### src/rtl/ps2_key_ctrl_if.sv
// ps2_key_ctrl_if: byte-in / key-event-out bundle between the PS/2 receiver, the key controller and the game FSM
interface ps2_key_ctrl_if #(
  parameter int FIFO_DEPTH = 4
);
  logic                        rx_valid;
  logic [7:0]                  rx_data;
  logic [9:0]                  key_state;
  logic                        ev_valid;
  logic [4:0]                  ev_data;
  logic                        ev_rd;
  logic [$clog2(FIFO_DEPTH):0] ev_count;
  logic                        overflow;
  logic                        clr_ovf;
  modport master (
    output rx_valid, rx_data, ev_rd, clr_ovf,
    input  key_state, ev_valid, ev_data, ev_count, overflow
  );
  modport slave (
    input  rx_valid, rx_data, ev_rd, clr_ovf,
    output key_state, ev_valid, ev_data, ev_count, overflow
  );
endinterface

### src/rtl/ps2_key_ctrl.sv
// ps2_key_ctrl: set-2 prefix tracker, key bitmap and event FIFO; KEY_CTRL_TIMEOUT_EN adds a prefix-abandon timeout
module ps2_key_ctrl #(
  parameter int FIFO_DEPTH     = 4,
  parameter int TIMEOUT_CYCLES = 1250000
) (
  input logic           clk,
  input logic           reset,
  ps2_key_ctrl_if.slave bus
);
  localparam int PW = $clog2(FIFO_DEPTH);
  localparam int CW = PW + 1;
  typedef enum logic [1:0] {IDLE, EXT, BRK, EXT_BRK} state_t;
  state_t          state_q, state_d;
  logic [9:0]      key_state_q, key_state_d;
  logic [4:0]      mem_q [FIFO_DEPTH];
  logic [4:0]      mem_d [FIFO_DEPTH];
  logic [PW-1:0]   wr_ptr_q, wr_ptr_d, rd_ptr_q, rd_ptr_d;
  logic [CW-1:0]   count_q, count_d;
  logic            overflow_q, overflow_d;
  logic            ext, brk, hit, push, pop, full, wr, drop, tmo_fire;
  logic [3:0]      k;
  logic [4:0]      ev_word;
`ifdef KEY_CTRL_TIMEOUT_EN
  localparam int TW = $clog2(TIMEOUT_CYCLES + 1);
  logic [TW-1:0] tmo_q, tmo_d;
  // count idle cycles spent inside a prefix; any byte restarts the count
  always_comb begin
    tmo_fire = !bus.rx_valid && state_q != IDLE && tmo_q == TW'(TIMEOUT_CYCLES - 1);
    tmo_d    = (bus.rx_valid || state_q == IDLE || tmo_fire) ? '0 : tmo_q + 1'b1;
  end
  // timeout counter register
  always_ff @(posedge clk) tmo_q <= reset ? '0 : tmo_d;
`else
  assign tmo_fire = 1'b0;
`endif
  // map the byte plus the extended flag onto a player key index
  always_comb begin
    ext = state_q == EXT || state_q == EXT_BRK;
    brk = state_q == BRK || state_q == EXT_BRK;
    hit = 1'b1;
    k   = 4'd0;
    case ({ext, bus.rx_data})
      9'h01D: k = 4'd0;
      9'h01C: k = 4'd1;
      9'h01B: k = 4'd2;
      9'h023: k = 4'd3;
      9'h029: k = 4'd4;
      9'h05A: k = 4'd9;
      9'h175: k = 4'd5;
      9'h16B: k = 4'd6;
      9'h172: k = 4'd7;
      9'h174: k = 4'd8;
      default: hit = 1'b0;
    endcase
  end
  // prefix FSM, bitmap update and event generation; repeats of the current level make no event
  always_comb begin
    state_d     = state_q;
    key_state_d = key_state_q;
    push        = 1'b0;
    ev_word     = 5'd0;
    if (bus.rx_valid) begin
      if (bus.rx_data == 8'hE0) state_d = brk ? EXT_BRK : EXT;
      else if (bus.rx_data == 8'hF0) state_d = ext ? EXT_BRK : BRK;
      else begin
        state_d = IDLE;
        if (hit && key_state_q[k] == brk) begin
          key_state_d[k] = !brk;
          push           = 1'b1;
          ev_word        = {!brk, k};
        end
      end
    end else if (tmo_fire) state_d = IDLE;
  end
  // event FIFO: a push into a full FIFO only lands if a pop frees the head slot that same cycle
  always_comb begin
    pop        = bus.ev_rd && count_q != '0;
    full       = count_q == CW'(FIFO_DEPTH);
    wr         = push && (!full || pop);
    drop       = push && full && !pop;
    wr_ptr_d   = wr ? wr_ptr_q + 1'b1 : wr_ptr_q;
    rd_ptr_d   = pop ? rd_ptr_q + 1'b1 : rd_ptr_q;
    count_d    = count_q + CW'(wr) - CW'(pop);
    overflow_d = drop ? 1'b1 : bus.clr_ovf ? 1'b0 : overflow_q;
    mem_d      = mem_q;
    if (wr) mem_d[wr_ptr_q] = ev_word;
  end
  // state registers
  always_ff @(posedge clk) begin
    if (reset) begin
      state_q     <= IDLE;
      key_state_q <= '0;
      mem_q       <= '{default: '0};
      wr_ptr_q    <= '0;
      rd_ptr_q    <= '0;
      count_q     <= '0;
      overflow_q  <= 1'b0;
    end else begin
      state_q     <= state_d;
      key_state_q <= key_state_d;
      mem_q       <= mem_d;
      wr_ptr_q    <= wr_ptr_d;
      rd_ptr_q    <= rd_ptr_d;
      count_q     <= count_d;
      overflow_q  <= overflow_d;
    end
  end
  assign bus.key_state = key_state_q;
  assign bus.ev_valid  = count_q != '0;
  assign bus.ev_data   = mem_q[rd_ptr_q];
  assign bus.ev_count  = count_q;
  assign bus.overflow  = overflow_q;
endmodule

### src/flat_wrapper.sv
// flat-port wrapper written by rule: the top's interface ports become plain ports
module ps2_key_ctrl_flat 
#(
  parameter int FIFO_DEPTH     = 4,
  parameter int TIMEOUT_CYCLES = 1250000
)
  (clk, reset, bus_rx_valid, bus_rx_data, bus_ev_rd, bus_clr_ovf, bus_key_state, bus_ev_valid, bus_ev_data, bus_ev_count, bus_overflow);
  ps2_key_ctrl_if #(.FIFO_DEPTH(FIFO_DEPTH)) bus_i ();
  input logic clk;
  input logic reset;
  input wire logic [$bits(bus_i.rx_valid)-1:0] bus_rx_valid;
  input wire logic [$bits(bus_i.rx_data)-1:0] bus_rx_data;
  input wire logic [$bits(bus_i.ev_rd)-1:0] bus_ev_rd;
  input wire logic [$bits(bus_i.clr_ovf)-1:0] bus_clr_ovf;
  output wire logic [$bits(bus_i.key_state)-1:0] bus_key_state;
  output wire logic [$bits(bus_i.ev_valid)-1:0] bus_ev_valid;
  output wire logic [$bits(bus_i.ev_data)-1:0] bus_ev_data;
  output wire logic [$bits(bus_i.ev_count)-1:0] bus_ev_count;
  output wire logic [$bits(bus_i.overflow)-1:0] bus_overflow;
  assign bus_i.rx_valid = bus_rx_valid;
  assign bus_i.rx_data = bus_rx_data;
  assign bus_i.ev_rd = bus_ev_rd;
  assign bus_i.clr_ovf = bus_clr_ovf;
  assign bus_key_state = bus_i.key_state;
  assign bus_ev_valid = bus_i.ev_valid;
  assign bus_ev_data = bus_i.ev_data;
  assign bus_ev_count = bus_i.ev_count;
  assign bus_overflow = bus_i.overflow;
  ps2_key_ctrl #(.FIFO_DEPTH(FIFO_DEPTH), .TIMEOUT_CYCLES(TIMEOUT_CYCLES)) u_core (.clk(clk), .reset(reset), .bus(bus_i));
endmodule
### config.mk
export PLATFORM = sky130hd
export DESIGN_NAME = ps2_key_ctrl_flat
export DESIGN_NICKNAME = d
export VERILOG_FILES = /design/src/rtl/ps2_key_ctrl_if.sv /design/src/rtl/ps2_key_ctrl.sv /design/src/flat_wrapper.sv
export SDC_FILE = /design/constraint.sdc
export NUM_CORES = 1
export LEC_CHECK = 0
export ABC_AREA = 0
export CAP_MARGIN = 20
export CORE_UTILIZATION = 50
export DETAILED_ROUTE_END_ITERATION = 6
export PLACE_DENSITY = 0.76
export SYNTH_ARGS = -nofsm -noshare
export SYNTH_HDL_FRONTEND = slang
export SYNTH_SLANG_ARGS = --single-unit
### constraint.sdc
create_clock -name clk -period 3.7 [get_ports clk]
set_clock_uncertainty 0.15 [all_clocks]
set_input_delay 0.37 -clock clk [delete_from_list [all_inputs] [get_ports clk]]
set_output_delay 0.37 -clock clk [all_outputs]
set_load 0.02 [all_outputs]
==> impl_metrics.json <==
{
  "cp_top_family": "AND-OR/OR-AND gates",
  "critPathLaunchType": "input port",
  "portBuffers": 32,
  "hold_class": "flop to flop",
  "switching_share_pct": 29.5,
  "numSynthFlops": 40,
  "clk_latency_ps": 300,
  "p_int_w": 0.000847,
  "p_leak_nw": 1.31,
  "crit_required_ps": 3740,
  "rsz0062_at_grt": "false",
  "dp_hpwl_mm": 4.24,
  "grt_pass1_vias": 2002,
  "synth_top_area_share_pct": 32.2,
  "switchingPower_w": 0.000354,
  "layout_top_cell": "dfxtp_1",
  "syn_area_per_cell_um2": 9.20,
  "avgRoutedWirePerCell_um": 14.7,
  "ys_types": 57,
  "syn_area_um2": 2480,
  "ys_warn_count": 0,
  "lay_top_cells": "40 x dfxtp_1, 34 x buf_4, 29 x clkdlybuf4s50_1",
  "numClockSinks": 40,
  "ys_cells": 270,
  "die_h_um": 72.5,
  "synth-edff-count": 0,
  "path_clk_slew_ps": 70,
  "drc": 0,
  "synthArstFlopShare_pct": 0,
  "antenna_found_initial": 0,
  "grt_pass1_wl_mm": 9.77,
  "slew_headroom_pct": 69.4,
  "ctsHoldBuffers": 0,
  "endpoint_kind": "flop",
  "core_um2": 4750,
  "cts_buffer_depth": 2,
  "min_period_ps": 3440,
  "cp.arrival_ps": 3470,
  "fp_nets": 290,
  "power_density_nw_per_um2": 368,
  "layout-drive-gt1-share_pct": 20.9,
  "num_vias": 2199,
  "pwr-share-clk_pct": 31.9,
  "gp_congestion": 0.888,
  "pin_count": 33,
  "path_cells": "clkdlybuf4s50_1, nor2b_1, nor4bb_2, a32oi_1, o221ai_1, o311ai_2, o311ai_4, xnor2_1, nor2_1, ha_1, inv_1, fa_1, xor2_1, xnor2_1, nor2_1",
  "flop_cell": "dfxtp_1",
  "top_area_cell": "dfxtp_1",
  "wirelength_mm": 5.84,
  "antenna_cells": 0,
  "timing.fmax_mhz": 291,
  "combinationalPowerShare_pct": 26.3,
  "final_max_slew_viol_count": 0,
  "irDropWorstVdd_mv": 0.248,
  "nFillCells": 400,
  "drt-vias-per-instance": 5.54,
  "cts_root_buf": "clkbuf_8",
  "cts_buffers": 5,
  "synth_seq_share_pct": 32.2,
  "warning_count": 29,
  "status": "finished, final reports clean",
  "std_cell_rows": 25,
  "period_used_pct": 92.9,
  "first_pass_iters": 4,
  "drtIter0Drc": 196,
  "htree_levels": 2,
  "path_max_fanout": 8,
  "post_cts.repair.setup_buffers": 0
}
==> metrics by stage <==
step           total power [W]  TNS [ps]  utilization [%]  std cells
2_1_floorplan         0.000701         0                -        270
6_report               0.00120         0             68.6        397
4_1_cts                0.00120         0             67.4        396
5_1_grt                0.00126         0             68.6        397
3_5_place_dp          0.000826     -81.4             64.9        388
3_3_place_gp          0.000815     -87.7             64.9        388
==> state kept, by name, summed over array words and instances, names as in the netlist <==
signal	count
u_core.mem_q	20
u_core.state_q	2
u_core.bus.ev_count	3
u_core.wr_ptr_q	2
u_core.rd_ptr_q	2
u_core.bus.overflow	1
u_core.bus.key_state	10
==> cell usage after synthesis (2+ instances only) <==
cell type / number
nor4_1: 2
xor2_1: 2
nor3_1: 13
xnor2_1: 3
dfxtp_1: 40
a21oi_1: 14
nor4bb_1: 2
nand3b_1: 6
o21ai_0: 11
nand3_1: 4
nor2b_1: 6
nor2_1: 13
mux4_2: 5
and2_1: 2
inv_1: 8
clkbuf_1: 11
or3_1: 3
nor3b_1: 2
mux2_4: 4
o31ai_1: 7
or2_2: 4
buf_2: 4
mux2i_1: 23
nand2_1: 9
nand2b_1: 26
nand4_1: 10
ha_1: 6
==> final timing paths <==
path	start	endpoint	slack [ps]	depth (start not counted)
min reg2reg	u_core.bus.overflow	u_core.bus.overflow	320	2
min	u_core.bus.overflow	u_core.bus.overflow	320	2
max	bus_rx_data[5]	u_core.bus.ev_count[2]	260	15
max reg2reg	u_core.state_q[0]	u_core.bus.ev_count[2]	430	14
==> cell families after synthesis <==
| family | count (synthesis) | synth area share, % |
|---|---|---|
| xor gates and xnor gates | 5 | 1.76 |
| AOI/OAI and AO/OA | 47 | 13.6 |
| adders and majority gates | 7 | 3.83 |
| DFF | 40 | 32.2 |
| buffers and inverters | 24 | 3.83 |
| muxes | 34 | 17.6 |
| and+or+nand+nor | 113 | 27.2 |
==> routing by layer <==
layer	track usage, %	up-vias	wire length, um
li1	-	1103	-
met1	34.3	1046	2830
met2	36.9	43	2760
met3	4.31	7	193
met4	6.75	0	60
met5	0	-	0
==> timing repair <==
action / in CTS / in global routing
hold endpoints to repair: 0 / 0
endpoints found under the setup margin: 0 / 1
gates resized: 0 / 7
==> worst reg2reg max path: cells and delay by family, from the launching register on <==
family	cells	cell delay, ps
AOI/OAI and AO/OA	3	730
xor gates and xnor gates	3	420
adders and majority gates	2	520
buffers and inverters	1	50
DFF	1	560
muxes	1	310
and+or+nand+nor	4	420
==> power groups by stage <==
stage | Clock [W] | Sequential (W) | Combinational (W)
3_3_place_gp | 0 | 0.000509 | 0.000306
2_1_floorplan | 0 | 0.000505 | 0.000197
6_report | 0.000383 | 0.000501 | 0.000316
4_1_cts | 0.000388 | 0.000502 | 0.000314
5_1_grt | 0.000406 | 0.000507 | 0.000346
3_5_place_dp | 0 | 0.000512 | 0.000314
==> final cells by class <==
type                       count  area (um2)  area share [%]
multi-input combinational    206        1600            49.1
clock buffer                   6        82.6            2.53
timing repair buffer          68         622            19.1
inverter                       8        30.0           0.921
tap                           67        83.8            2.57
clock inverter                 2        38.8            1.19
sequential                    40         801            24.6
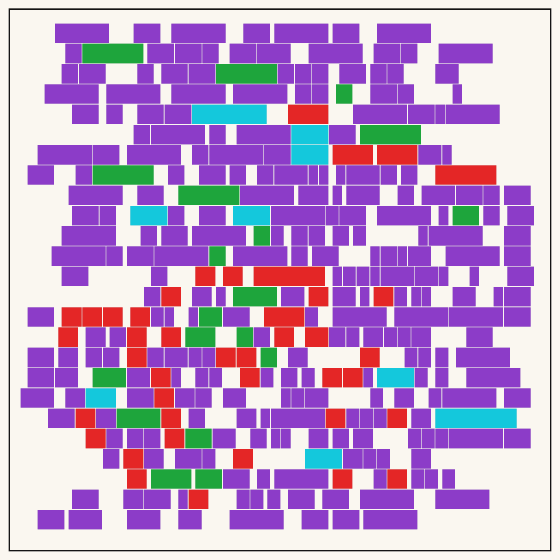
Figure 1: sizing map.
| colour | size | cells | share | most used |
|---|---|---|---|---|
| green | _2 cells | 19 | 5.8% | mux4_2 |
| cyan | _6 and larger | 9 | 2.7% | clkbuf_8 |
| purple | _0 and _1 cells | 261 | 79% | dfxtp_1 |
| red | _3 and _4 cells | 41 | 12% | buf_4 |
Non-CTS buffers: 68
PnR worst setup slack: 261 ps
Syn-to-layout area delta: 31.2%
Post-Layout Inst Area: 3260 um2

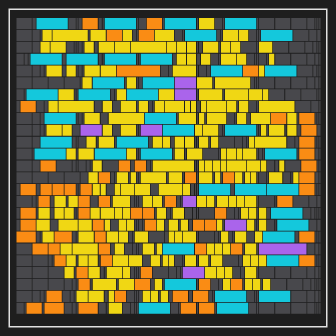
Figure 2: cells coloured by class.
Fill, decap, tap and diode cells in grey.
| colour | class | cells | share of their area |
|---|---|---|---|
| orange | remaining buffers and delay cells | 68 | 20% |
| purple | clock drivers and dummy loads | 8 | 3.8% |
| yellow | combinational and other logic | 214 | 51% |
| cyan | sequential cells | 40 | 25% |

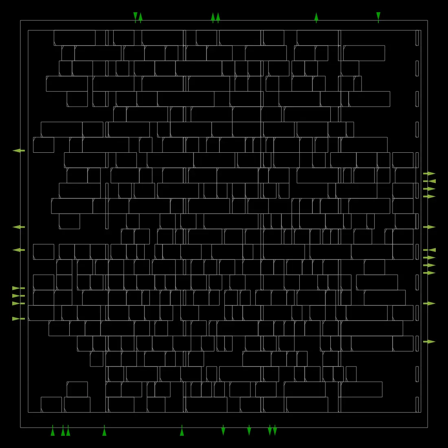
Figure 3: placed standard cells.
Non-Filler Instances: 397
post-layout util: 68.6%

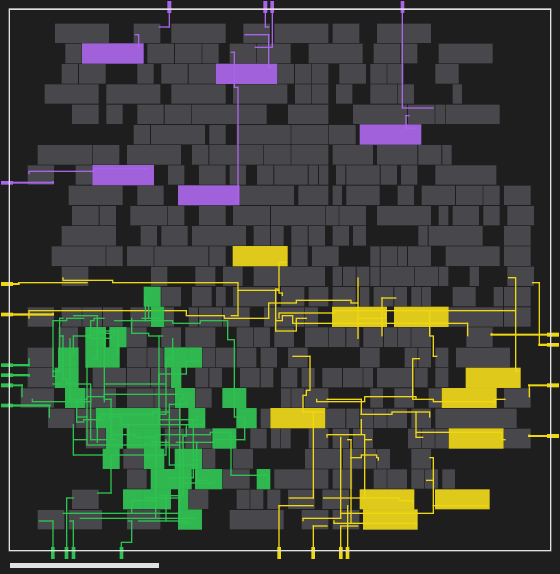
Figure 4: port wiring.
Scale bar: 20 um.
| colour | port | bits | direction | edge | end cells | wire |
|---|---|---|---|---|---|---|
| green | bus_rx_data | 8 | input | 4 left, 4 bottom | 32 | 518 um |
| yellow | bus_key_state | 10 | output | 4 right, 4 bottom, 2 left | 10 | 470 um |
| purple | bus_ev_data | 5 | output | 4 top, 1 left | 5 | 87.5 um |

No activity file was given, so power comes from the tool's default toggle rates.
